## config.mk

```make
export PLATFORM = sky130hd
export DESIGN_NAME = ucsbece154a_controller_mw
export DESIGN_NICKNAME = d
export VERILOG_FILES = /design/src/rtl/ucsbece154a_controller_mw_pkg.sv /design/src/rtl/ucsbece154a_aludec.sv /design/src/rtl/ucsbece154a_controller_mw.sv
export SDC_FILE = /design/constraint.sdc
export NUM_CORES = 1
export LEC_CHECK = 0
export CORE_MARGIN = 5
export CORE_UTILIZATION = 45
export CTS_CLUSTER_SIZE = 12
export DETAILED_ROUTE_END_ITERATION = 10
export PLACE_DENSITY_LB_ADDON = 0.2
export SLEW_MARGIN = 20
export SYNTH_ARGS = -nofsm -noshare
export SYNTH_HDL_FRONTEND = slang
export SYNTH_SLANG_ARGS = --single-unit
```

## constraint.sdc

```tcl
create_clock -name clk -period 2.2 [get_ports clk]
set_input_delay 0.44 -clock clk [delete_from_list [all_inputs] [get_ports clk]]
set_output_delay 0.44 -clock clk [all_outputs]
set_load 0.02 [all_outputs]
```

## src/rtl/ucsbece154a_controller_mw_pkg.sv

```systemverilog
// Shared constants for the multicycle RV32I-subset controller.
// Holds opcode/funct3 encodings, ALU control and ALUOp codes, datapath select codes, the 4-bit
// controller state encoding, the registered control bundle and its per-state decode.
package ucsbece154a_controller_mw_pkg;

  // Opcodes
  localparam logic [6:0] InstrLwOp     = 7'b0000011;
  localparam logic [6:0] InstrSwOp     = 7'b0100011;
  localparam logic [6:0] InstrRtypeOp  = 7'b0110011;
  localparam logic [6:0] InstrItypeOp  = 7'b0010011;
  localparam logic [6:0] InstrBranchOp = 7'b1100011;
  localparam logic [6:0] InstrJalOp    = 7'b1101111;
  localparam logic [6:0] InstrLuiOp    = 7'b0110111;

  // funct3 encodings
  localparam logic [2:0] InstrBeqFunct3    = 3'b000;
  localparam logic [2:0] InstrBneFunct3    = 3'b001;
  localparam logic [2:0] InstrAddsubFunct3 = 3'b000;
  localparam logic [2:0] InstrSltFunct3    = 3'b010;
  localparam logic [2:0] InstrOrFunct3     = 3'b110;
  localparam logic [2:0] InstrAndFunct3    = 3'b111;

  // ALU control
  localparam logic [2:0] AluCtrlAdd = 3'b000;
  localparam logic [2:0] AluCtrlSub = 3'b001;
  localparam logic [2:0] AluCtrlAnd = 3'b010;
  localparam logic [2:0] AluCtrlOr  = 3'b011;
  localparam logic [2:0] AluCtrlSlt = 3'b101;

  // ALUOp
  localparam logic [1:0] AluOpAdd   = 2'b00;
  localparam logic [1:0] AluOpSub   = 2'b01;
  localparam logic [1:0] AluOpFunct = 2'b10;

  // Datapath selects
  localparam logic [1:0] SrcAPc     = 2'b00;
  localparam logic [1:0] SrcAOldPc  = 2'b01;
  localparam logic [1:0] SrcARd1    = 2'b10;
  localparam logic [1:0] SrcBRd2    = 2'b00;
  localparam logic [1:0] SrcBImm    = 2'b01;
  localparam logic [1:0] SrcBFour   = 2'b10;
  localparam logic [1:0] ResAluOut  = 2'b00;
  localparam logic [1:0] ResData    = 2'b01;
  localparam logic [1:0] ResAluRes  = 2'b10;
  localparam logic [1:0] ResImm     = 2'b11;
  localparam logic [2:0] ImmTypeI   = 3'b000;
  localparam logic [2:0] ImmTypeS   = 3'b001;
  localparam logic [2:0] ImmTypeB   = 3'b010;
  localparam logic [2:0] ImmTypeJ   = 3'b011;
  localparam logic [2:0] ImmTypeU   = 3'b100;

  typedef enum logic [3:0] {
    StFetch    = 4'd0,
    StDecode   = 4'd1,
    StMemAdr   = 4'd2,
    StMemRead  = 4'd3,
    StMemWrite = 4'd4,
    StMemWB    = 4'd5,
    StExecR    = 4'd6,
    StExecI    = 4'd7,
    StALUWB    = 4'd8,
    StBranch   = 4'd9,
    StJAL      = 4'd10,
    StLUI      = 4'd11,
    StFault    = 4'd12
  } state_e;

  typedef struct packed {
    logic       mem_req;
    logic       pc_update;
    logic       branch;
    logic       ir_write;
    logic       reg_write;
    logic       mem_write;
    logic       adr_src;
    logic [1:0] alu_src_a;
    logic [1:0] alu_src_b;
    logic [1:0] result_src;
    logic [1:0] alu_op;
  } ctrl_t;

  // Control values that must be presented while in state s.
  function automatic ctrl_t ctrl_of(state_e s);
    ctrl_t c;
    c = '0;
    case (s)
      StFetch: begin
        c.mem_req    = 1'b1;
        c.ir_write   = 1'b1;
        c.pc_update  = 1'b1;
        c.alu_src_a  = SrcAPc;
        c.alu_src_b  = SrcBFour;
        c.result_src = ResAluRes;
        c.alu_op     = AluOpAdd;
      end
      StDecode: begin
        c.alu_src_a = SrcAOldPc;
        c.alu_src_b = SrcBImm;
        c.alu_op    = AluOpAdd;
      end
      StMemAdr: begin
        c.alu_src_a = SrcARd1;
        c.alu_src_b = SrcBImm;
        c.alu_op    = AluOpAdd;
      end
      StMemRead: begin
        c.mem_req    = 1'b1;
        c.adr_src    = 1'b1;
        c.result_src = ResAluOut;
      end
      StMemWrite: begin
        c.mem_req    = 1'b1;
        c.adr_src    = 1'b1;
        c.mem_write  = 1'b1;
        c.result_src = ResAluOut;
      end
      StMemWB: begin
        c.reg_write  = 1'b1;
        c.result_src = ResData;
      end
      StExecR: begin
        c.alu_src_a = SrcARd1;
        c.alu_src_b = SrcBRd2;
        c.alu_op    = AluOpFunct;
      end
      StExecI: begin
        c.alu_src_a = SrcARd1;
        c.alu_src_b = SrcBImm;
        c.alu_op    = AluOpFunct;
      end
      StALUWB: begin
        c.reg_write  = 1'b1;
        c.result_src = ResAluOut;
      end
      StBranch: begin
        c.branch     = 1'b1;
        c.alu_src_a  = SrcARd1;
        c.alu_src_b  = SrcBRd2;
        c.alu_op     = AluOpSub;
        c.result_src = ResAluOut;
      end
      StJAL: begin
        c.pc_update  = 1'b1;
        c.alu_src_a  = SrcAOldPc;
        c.alu_src_b  = SrcBFour;
        c.result_src = ResAluOut;
        c.alu_op     = AluOpAdd;
      end
      StLUI: begin
        c.reg_write  = 1'b1;
        c.result_src = ResImm;
      end
      default: c = '0;
    endcase
    return c;
  endfunction

endpackage

```

## src/rtl/ucsbece154a_aludec.sv

```systemverilog
// ALU decoder: maps ALUOp plus instruction funct fields to the ALU control code.
// Ports: ALUOp_i (00 add, 01 sub, 10 by funct), funct3_i, funct7_i (IR bit 30), op5_i (IR bit 5,
// distinguishes R-type from I-type), ALUControl_o.
module ucsbece154a_aludec
  import ucsbece154a_controller_mw_pkg::*;
(
  input  logic [1:0] ALUOp_i,
  input  logic [2:0] funct3_i,
  input  logic       funct7_i,
  input  logic       op5_i,
  output logic [2:0] ALUControl_o
);

  always_comb begin
    ALUControl_o = 3'bxxx;
    case (ALUOp_i)
      AluOpAdd: ALUControl_o = AluCtrlAdd;
      AluOpSub: ALUControl_o = AluCtrlSub;
      AluOpFunct: begin
        case (funct3_i)
          // Only R-type honours bit 30; addi never subtracts.
          InstrAddsubFunct3: ALUControl_o = (funct7_i & op5_i) ? AluCtrlSub : AluCtrlAdd;
          InstrSltFunct3:    ALUControl_o = AluCtrlSlt;
          InstrOrFunct3:     ALUControl_o = AluCtrlOr;
          InstrAndFunct3:    ALUControl_o = AluCtrlAnd;
          default:           ALUControl_o = 3'bxxx;
        endcase
      end
      default: ALUControl_o = 3'bxxx;
    endcase
  end

endmodule

```

## src/rtl/ucsbece154a_controller_mw.sv

```systemverilog
// Multicycle main controller with memory ready/request handshake, wait-state timeout, optional
// BNE, LUI writeback and a sticky fault state.
// Ports: clk/reset (sync active-high); op_i/funct3_i/funct7_i from IR; zero_i ALU flag;
// mem_ready_i completes the current access; mem_req_o, PCWrite_o, MemWrite_o, IRWrite_o,
// RegWrite_o enables; ALUSrcA_o/ALUSrcB_o/AdrSrc_o/ResultSrc_o selects; ALUControl_o and ImmSrc_o
// combinational decodes; fault_o sticky fault flag.
module ucsbece154a_controller_mw
  import ucsbece154a_controller_mw_pkg::*;
#(
  parameter bit          SUPPORT_BNE = 1'b1,
  parameter int unsigned MEM_TIMEOUT = 16,
  parameter int unsigned TOCNT_W     = 5
) (
  input  logic       clk,
  input  logic       reset,
  input  logic [6:0] op_i,
  input  logic [2:0] funct3_i,
  input  logic       funct7_i,
  input  logic       zero_i,
  input  logic       mem_ready_i,
  output logic       mem_req_o,
  output logic       PCWrite_o,
  output logic       MemWrite_o,
  output logic       IRWrite_o,
  output logic       RegWrite_o,
  output logic [1:0] ALUSrcA_o,
  output logic [1:0] ALUSrcB_o,
  output logic       AdrSrc_o,
  output logic [1:0] ResultSrc_o,
  output logic [2:0] ALUControl_o,
  output logic [2:0] ImmSrc_o,
  output logic       fault_o
);

  state_e               state_q, state_d;
  ctrl_t                ctrl_q, ctrl_d;
  logic [TOCNT_W-1:0]   to_cnt_q, to_cnt_d;
  logic                 fault_q, fault_d;
  logic                 mem_wait;
  logic                 timeout;
  logic                 taken;

  // mem_req is set exactly in the memory states, so it doubles as the memory-state flag.
  assign mem_wait = ctrl_q.mem_req & ~mem_ready_i;
  // Fires on the wait cycle that would bring the count up to the limit.
  assign timeout  = mem_wait && (MEM_TIMEOUT != 0) &&
                    ((32'(to_cnt_q) + 32'd1) == MEM_TIMEOUT);

  always_ff @(posedge clk) begin
    if (reset) begin
      state_q  <= StFetch;
      ctrl_q   <= ctrl_of(StFetch);
      to_cnt_q <= '0;
      fault_q  <= 1'b0;
    end else begin
      state_q  <= state_d;
      ctrl_q   <= ctrl_d;
      to_cnt_q <= to_cnt_d;
      fault_q  <= fault_d;
    end
  end

  always_comb begin
    state_d = state_q;
    case (state_q)
      StFetch: if (mem_ready_i) state_d = StDecode;
      StDecode: begin
        case (op_i)
          InstrLwOp, InstrSwOp: state_d = StMemAdr;
          InstrRtypeOp:         state_d = StExecR;
          InstrItypeOp:         state_d = StExecI;
          InstrJalOp:           state_d = StJAL;
          InstrLuiOp:           state_d = StLUI;
          InstrBranchOp: begin
            if (funct3_i == InstrBeqFunct3 || (SUPPORT_BNE && funct3_i == InstrBneFunct3)) begin
              state_d = StBranch;
            end else begin
              state_d = StFault;
            end
          end
          default:              state_d = StFault;
        endcase
      end
      StMemAdr:   state_d = (op_i == InstrLwOp) ? StMemRead : StMemWrite;
      StMemRead:  if (mem_ready_i) state_d = StMemWB;
      StMemWrite: if (mem_ready_i) state_d = StFetch;
      StExecR, StExecI, StJAL:             state_d = StALUWB;
      StMemWB, StALUWB, StBranch, StLUI:   state_d = StFetch;
      default:                             state_d = StFault;
    endcase
    if (timeout) state_d = StFault;

    if (state_d != state_q) begin
      to_cnt_d = '0;
    end else if (mem_wait) begin
      to_cnt_d = to_cnt_q + TOCNT_W'(1);
    end else begin
      to_cnt_d = to_cnt_q;
    end

    ctrl_d  = ctrl_of(state_d);
    fault_d = (state_d == StFault);
  end

  always_comb begin
    taken = 1'b0;
    if (funct3_i == InstrBeqFunct3) begin
      taken = zero_i;
    end else if (SUPPORT_BNE && funct3_i == InstrBneFunct3) begin
      taken = ~zero_i;
    end

    mem_req_o   = ctrl_q.mem_req;
    // Architectural state only moves on the completing cycle of a memory access.
    IRWrite_o   = ctrl_q.ir_write & mem_ready_i;
    PCWrite_o   = (ctrl_q.pc_update & (~ctrl_q.mem_req | mem_ready_i)) | (ctrl_q.branch & taken);
    MemWrite_o  = ctrl_q.mem_write;
    RegWrite_o  = ctrl_q.reg_write;
    ALUSrcA_o   = ctrl_q.alu_src_a;
    ALUSrcB_o   = ctrl_q.alu_src_b;
    AdrSrc_o    = ctrl_q.adr_src;
    ResultSrc_o = ctrl_q.result_src;
    fault_o     = fault_q;

    ImmSrc_o = 3'bxxx;
    case (op_i)
      InstrLwOp, InstrItypeOp: ImmSrc_o = ImmTypeI;
      InstrSwOp:               ImmSrc_o = ImmTypeS;
      InstrBranchOp:           ImmSrc_o = ImmTypeB;
      InstrJalOp:              ImmSrc_o = ImmTypeJ;
      InstrLuiOp:              ImmSrc_o = ImmTypeU;
      default:                 ImmSrc_o = 3'bxxx;
    endcase
  end

  ucsbece154a_aludec u_aludec (
    .ALUOp_i      (ctrl_q.alu_op),
    .funct3_i     (funct3_i),
    .funct7_i     (funct7_i),
    .op5_i        (op_i[5]),
    .ALUControl_o (ALUControl_o)
  );

endmodule

```

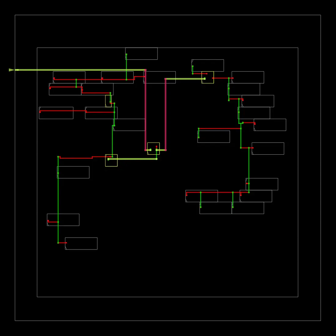
Fig. 1. Clock nets (run 1).
Clock Buffer Count: 4
clk pwr: 0.207 mW

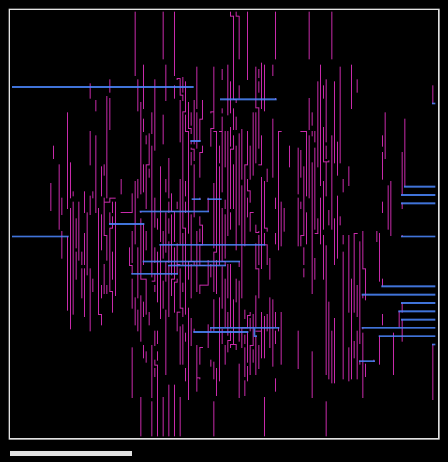
Fig. 2. Routed metal, one color a layer (run 1).
Scale bar: 20 um. Only two layers are drawn.
[magenta] metal 2 | wire length: 2,280 um
[blue] metal 3 | wire length: 220 um
Post-Route WL: 4.415 mm
via count: 1,653
Tot GR Track Use: 17.76%

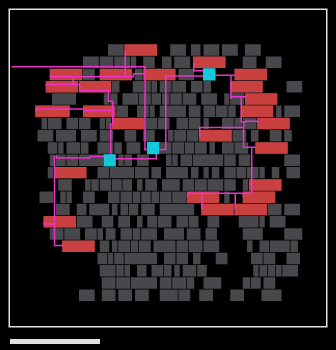
Fig. 3. Routed clock nets over the placement (run 1).
Scale bar: 20 um.
[cyan] clock drivers | count: 3
[red] flip-flops | count: 25
[magenta] clock wires | length: 288 um
routed clock nets: 4
Clk pwr share: 19.5%
Final Skew: 0.01203 ns
Skew-Pair Late Insertion Delay: 0.33 ns

==> Changelog: implementation, run 1 <==
### Changed

- Outcome: complete, no violations
- Tcrit/Tclk final: between 90% and 100%
- Layout area overhead: 46.03%
- Hold Path End: to_cnt_q[4]
- Ratio of total power to cell area: roughly 450 nW/um^2
- Most used cell, CP: clkdlybuf4s50_1
- Final clock-cell share: under 10%
- Crit path max fanout: 3
- Fin cells: 311
- Post-Route Utilization: a little over two thirds
- Slowest CP cell: clkdlybuf4s50_1
- Largest net degree at the start of global routing: 14
- Postcts setup bufs: 5
- Hold WS: 0.5607 ns
- Die H: approximately 70 um
- Main flop type: dfxtp_1
- CP Data Required Time: roughly 1.8 ns
- Busiest layer in global routing: met2
- Non-clk bufs: between 80 and 90
- Final ANT Viol Nets: 0
- Comb power: 0.362 mW
- First-pass GRT wire length: between 7 and 8 mm
- Hold Fails Final Rpt: 0
- Setup crit end kind: output port
- Chip width: 70.05 um
- Top Consumer: registers
- Placed instance count: approximately 300
- Number of non-clock inverters in the layout: 8
- Num rows: 21
- Yosys cell types: about 53
- Critical Path Start: mem_ready_i
- Flop-to-flop setup slack: 0.13 ns
- Root buf cell: clkbuf_4
- Most common cell in the synthesized netlist: dfxtp_1
- Most frequent cells in the layout: 49 x buf_4, 24 x dfxtp_1, 19 x clkdlybuf4s50_1, 18 x nor2_1, 11 x nand2_1
- Comb_multi_in: around 140
- Regs by FF count: ctrl_q (5), to_cnt_q (5), state_q (4)
- Internal: 0.7325 mW
- CTS tree: built
- Commonest cells in the netlist: 25 x dfxtp_1, 19 x nor2_1, 11 x nand2_1
- Critical path class: in -> out
- Vias in the first global route: 1,599
- Syn avg cell area: 8.365 um^2
- Worst hold path class: reg -> reg
- Fmax: 0.4683 GHz
- Top-area cell share: between 30% and 40%
- XORs/XNORs by Area: slightly below 5%
- Tap cells: about 46
- VDD IR max: between 0.3 and 0.4 mV
- Reg area: around 500 um^2
- Logic area: ~1000 um^2
- Buffers & Inverters on Critical Path: 2
- Hold path depth: 2
- Cell Chain, Critical Path: clkdlybuf4s50_1 -> and2_1 -> clkdlybuf4s50_1
- PnR worst setup slack: 0.06441 ns
- Setup_tns: 0 ns
- Crit-path max cell delay: approximately 0.60 ns
- DRC violations left: 0
- Post-placement setup slack: -0.5338 ns
- # nets final: roughly 290
- Ant diodes: 0
- Yosys adder share: a little over 3%
- Final setup viols: 0
- Worst reg2reg startpoint: to_cnt_q[0]
- Fill cell count: around 280
- Wirelength per Cell: about 14 um
- Top cells by area: dfxtp_1 31%, nor2_1 4.4%, buf_4 3.7%, ha_1 3.1%, nand3_1 2.8%
- CP delay by family, top: buffers and inverters
- Hold Startpoint: to_cnt_q[4]
Fig. 4: run 1, placed cells, one color a class
Fill, decap, tap and diode cells in gray.
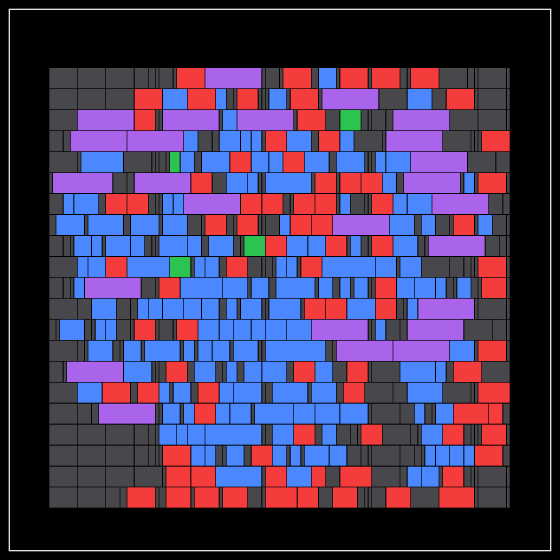

==> run 1 -> run 2 <==
--- a/config.mk
+++ b/config.mk
@@ -5,6 +5,7 @@
 export SDC_FILE = /design/constraint.sdc
 export NUM_CORES = 1
 export LEC_CHECK = 0
+export ABC_AREA = 1
 export CORE_MARGIN = 5
 export CORE_UTILIZATION = 45
 export CTS_CLUSTER_SIZE = 12
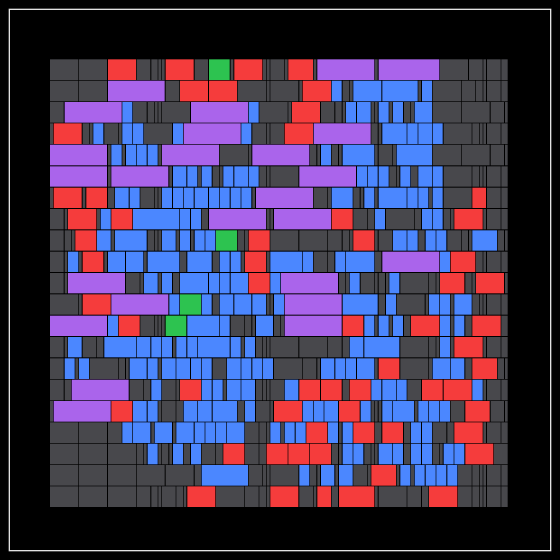
Fig. 5. Placed cells, one color a class (run 2).
Fill, decap, tap and diode cells in gray.
[green] clock drivers and dummy loads | cells: 4 | share of their area: 1.5%
[blue] combinational and other logic | cells: 205 | share of their area: 49%
[purple] flops | cells: 25 | share of their area: 24%
[red] other buffers and delay cells | cells: 59 | share of their area: 25%
post-route cell area: 2110 um^2
num rows: 21
fraction of area in registers: 23.78%
Post-Route Utilization: 63.22%
core area: 3337 um^2

==> run 2 against run 1 <==
Effect of this change:
- worst setup slack improved by 0.022 ns
- combinational power fell by 14%
- cell count rose by 9.0%
- clock power rose by 2%
- wire length fell by 22%
- die area fell by 3.5%
- worst hold slack improved by 0.012 ns
- utilization fell by 6.2 points
- highest routed layer unchanged
- global-route usage fell by 2.6 points
- sequential cell count did not move
- critical path type unchanged
- critical path depth rose by 3
- largest cell class unchanged
==> Changelog: implementation, run 2 <==
### Changed

- PnR worst setup slack: 0.08642 ns (+0.02201 ns)
- Outcome: complete, no violations
- Wirelength per Cell: 10.18 um (-28%)
- VDD IR max: 0.4301 mV (+36%)
- Fin cells: 339 (+9.0%)
- Clock Buffer Count: 3 (-1)
- Ratio of total power to cell area: 485.8 nW/um^2 (+8.5%)
- Hold WS: 0.5727 ns (+0.01203 ns)
- Worst reg2reg startpoint: to_cnt_q[1]
- Vias in the first global route: 1,349 (-16%)
- Post-Route WL: 3.451 mm (-22%)
- XORs/XNORs by Area: 1.688% (-3.2 points)
- Busiest layer in global routing: met2
- Die H: 68.81 um (-1.8%)
- Number of non-clock inverters in the layout: 35 (+27)
- CP Data Required Time: 1.76 ns (about the same)
- Setup_tns: 0 ns (unchanged)
- Tap cells: 46 (unchanged)
- Top-area cell share: 32.15% (+1.3 points)
- Critical path class: in -> out
- Hold Path End: to_cnt_q[4]
- Tot GR Track Use: 15.20% (-2.6 points)
- Worst hold path class: reg -> reg
- Most frequent cells in the layout: 64 x nand2_1, 38 x nor2_1, 28 x inv_1, 26 x buf_4
- CTS tree: built
- Flop-to-flop setup slack: 0.27 ns (+0.14 ns)
- Via count: 1,561 (-5.6%)
- Placed instance count: 335 (+12%)
- Crit-path max cell delay: 0.53 ns (-0.07 ns)
- Fmax: 0.4731 GHz (+1.0%)
- Final clock-cell share: 1.423% (+0.31 points)
- Cell Chain, Critical Path: clkdlybuf4s50_1 -> nand2_1 -> nor2_1 -> o21bai_1 -> inv_1 -> dlygate4sd2_1
- Hold path depth: 3 (+1)
- Internal: 0.6960 mW (-5.0%)
- Post-placement setup slack: -0.2320 ns (+0.3018 ns)
- Top Consumer: registers
- Setup crit end kind: output port
- Hold Startpoint: to_cnt_q[4]
- Yosys adder share: 3.215% (+0.13 points)
- Slowest CP cell: clkdlybuf4s50_1
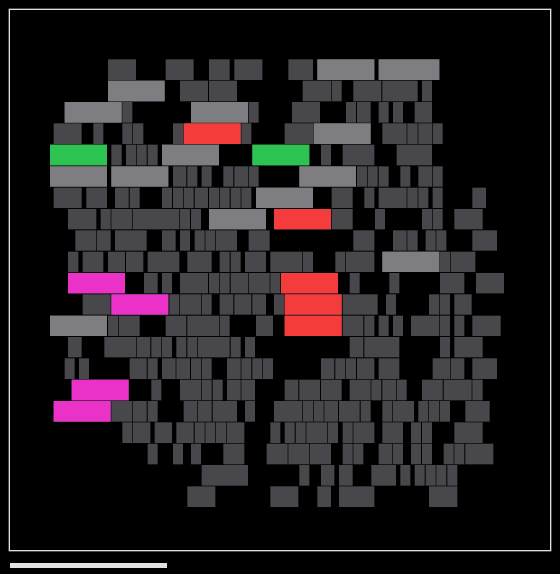
Fig. 6. Where the registers sit (run 2).
Scale bar: 20 um. Other sequential cells in the stronger gray, the rest of the logic in the fainter gray.
[red] ctrl_q | flops: 5 | where: center
[green] ALUSrcA_o | flops: 2
[magenta] state_q | flops: 4
Reg area: 501.7 um^2
P_seq: 0.502 mW

Fig. 7: run 2, routed clock nets over the placement
Scale bar: 20 um.
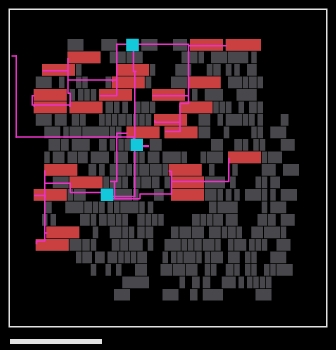

==> run 2 -> run 3 <==
--- a/config.mk
+++ b/config.mk
@@ -6,10 +6,13 @@
 export NUM_CORES = 1
 export LEC_CHECK = 0
 export ABC_AREA = 1
+export CELL_PAD_IN_SITES_DETAIL_PLACEMENT = 1
+export CELL_PAD_IN_SITES_GLOBAL_PLACEMENT = 1
 export CORE_MARGIN = 5
-export CORE_UTILIZATION = 45
+export CORE_UTILIZATION = 31
 export CTS_CLUSTER_SIZE = 12
 export DETAILED_ROUTE_END_ITERATION = 10
+export HOLD_SLACK_MARGIN = 0.1
 export PLACE_DENSITY_LB_ADDON = 0.2
 export SLEW_MARGIN = 20
 export SYNTH_ARGS = -nofsm -noshare
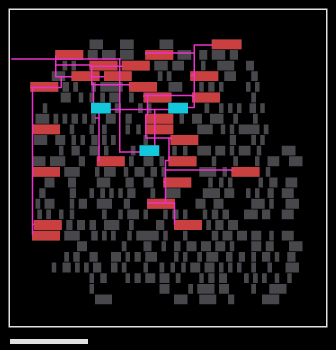
Fig. 8. Routed clock nets over the placement (run 3).
Scale bar: 20 um.
[cyan] clock drivers | count: 3
[magenta] clock wires | length: 323 um
[red] flip-flops | count: 25
routed clock nets: 4

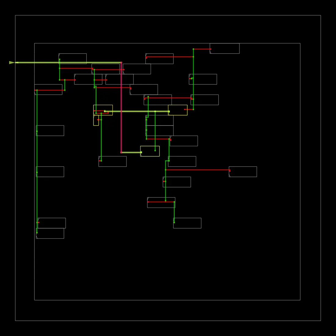
Fig. 9. Clock nets (run 3).
Num CTS Buffers: 3
Seq cells: 25
clk pwr: 0.263 mW
CTS sink cnt: 25
Final Skew: 0.002687 ns

==> run 3 against run 2 <==
Effect of this change:
- first-iteration DRC count is 66% lower
- power rose by 7.1%
- utilization down 17 points
- synthesized cell count is the same
- critical endpoint is now PCWrite_o
- die area is 38% higher
- critical path depth decreased by 2
- worst setup slack got worse by 0.0025 ns
- wire length is 16% higher
- fmax shrank 0.12%
- worst hold slack improved by 0.024 ns
- clock skew shrank 0.00075 ns
- final area rose by 5.2%
==> Changelog: implementation, run 3 <==
### Changed

- VDD IR max: 0.3165 mV (-26%)
- Top-area cell share: 32.15% (unchanged)
- Switching part of the total power: between 30% and 40%
- Hold path depth: 3 (unchanged)
- Max Cap Viol: 0
- Vias in the first global route: 1,593 (+18%)
- Hold WS: 0.5967 ns (+0.02397 ns)
- Dominant combinational family: simple AND/OR/NAND/NOR gates
- Via count: 1,581 (+1.3%)
- Non-clk bufs: ~63
- Post-Route Utilization: 46.35% (-17 points)
- GR Util met3: 2.217%
- Reg2reg end: to_cnt_q[3]
- Tcrit/Tclk final: a little over nine tenths
- Fmax: 0.4726 GHz (-0.12%)
- Num rows: 25 (+19%)
- Fin cells: 364 (+7.4%)
- Tap cells: 67 (+46%)
- Post-Route WL: 3.999 mm (+16%)
- Number of non-clock inverters in the layout: 35 (unchanged)
- PnR worst setup slack: 0.08389 ns (-0.002531 ns)
- Root buf cell: clkbuf_8
- GR Overflow Total: 0
- Setup_tns: 0 ns (unchanged)
- Internal: 0.7644 mW (+9.8%)
- Top Layer Used: met4
- Worst-path clk slew: around 0.08 ns
- Buffers & Inverters on Critical Path: 2
- Comb power frac: a little under a third
- Ant diodes: 0
- Die H: 80.86 um (+18%)
- Wirelength per Cell: 10.99 um (+7.9%)
- Yosys adder share: 3.215% (unchanged)
- Busiest layer in global routing: met2
- Most frequent cells in the layout: 63 x nand2_1, 32 x nor2_1, 30 x buf_4, 26 x inv_1, 24 x dfxtp_1
- Post-placement setup slack: -0.2587 ns (-0.02669 ns)
- Yosys cell types: 31
- Pleak: about 1.1 nW
- Pins Over Slew Limit: 0
- Worst reg2reg startpoint: to_cnt_q[1]
- Final clock-cell share: 2.030% (+0.61 points)
- Met3 wire len: about 130 um
- Slowest CP cell: clkdlybuf4s50_1
- DP Wirelength: ~3.4 mm
- Hold Startpoint: to_cnt_q[4]
- Met2 Wirelength: approximately 2.0 mm
- P_seq: 0.501 mW (about the same)
- Bufs on Longest Clock Path: 2
- Outcome: complete, no violations
- Flop-to-flop setup slack: 0.28 ns (about the same)
- NonClk Buf Share: 24.99%
- Initial drt markers: 21
- Clk pwr share: a little under a quarter
- # nets final: around 320
- Fraction of area in registers: 22.62% (-1.2 points)
- Critical path class: in -> out
- XORs/XNORs by Area: 1.688% (unchanged)
- Post-route cell area: 2218 um^2 (+5.2%)
- CP Data Required Time: 1.76 ns (about the same)
- Core area: 4786 um^2 (+43%)
- Top cells by area: dfxtp_1 32%, nand2_1 16%, nor2_1 9.2%, inv_1 6.8%, nand3_1 5.5%
- Hold Path End: to_cnt_q[4]
- Worst hold path class: reg -> reg
- Placed instance count: 360 (+7.5%)
- Ratio of total power to cell area: 494.9 nW/um^2 (+1.9%)
- Skew-Pair Late Insertion Delay: 0.26 ns
- Worst path arrival time: ~1.7 ns
- Crit-path max cell delay: 0.52 ns (about the same)
- Reg area: 501.7 um^2 (unchanged)
- Tot GR Track Use: 13.13% (-2.1 points)
- Top Consumer: registers
- CTS tree: built
- Cell Chain, Critical Path: clkdlybuf4s50_1 -> xor2_1 -> a32o_1 -> dlygate4sd2_1
- Worst slew margin: 77.50%
- Clock Buffer Count: 4 (+1)
- Setup crit end kind: output port
Power figures rest on the tool's default switching activity, not on a simulated workload.
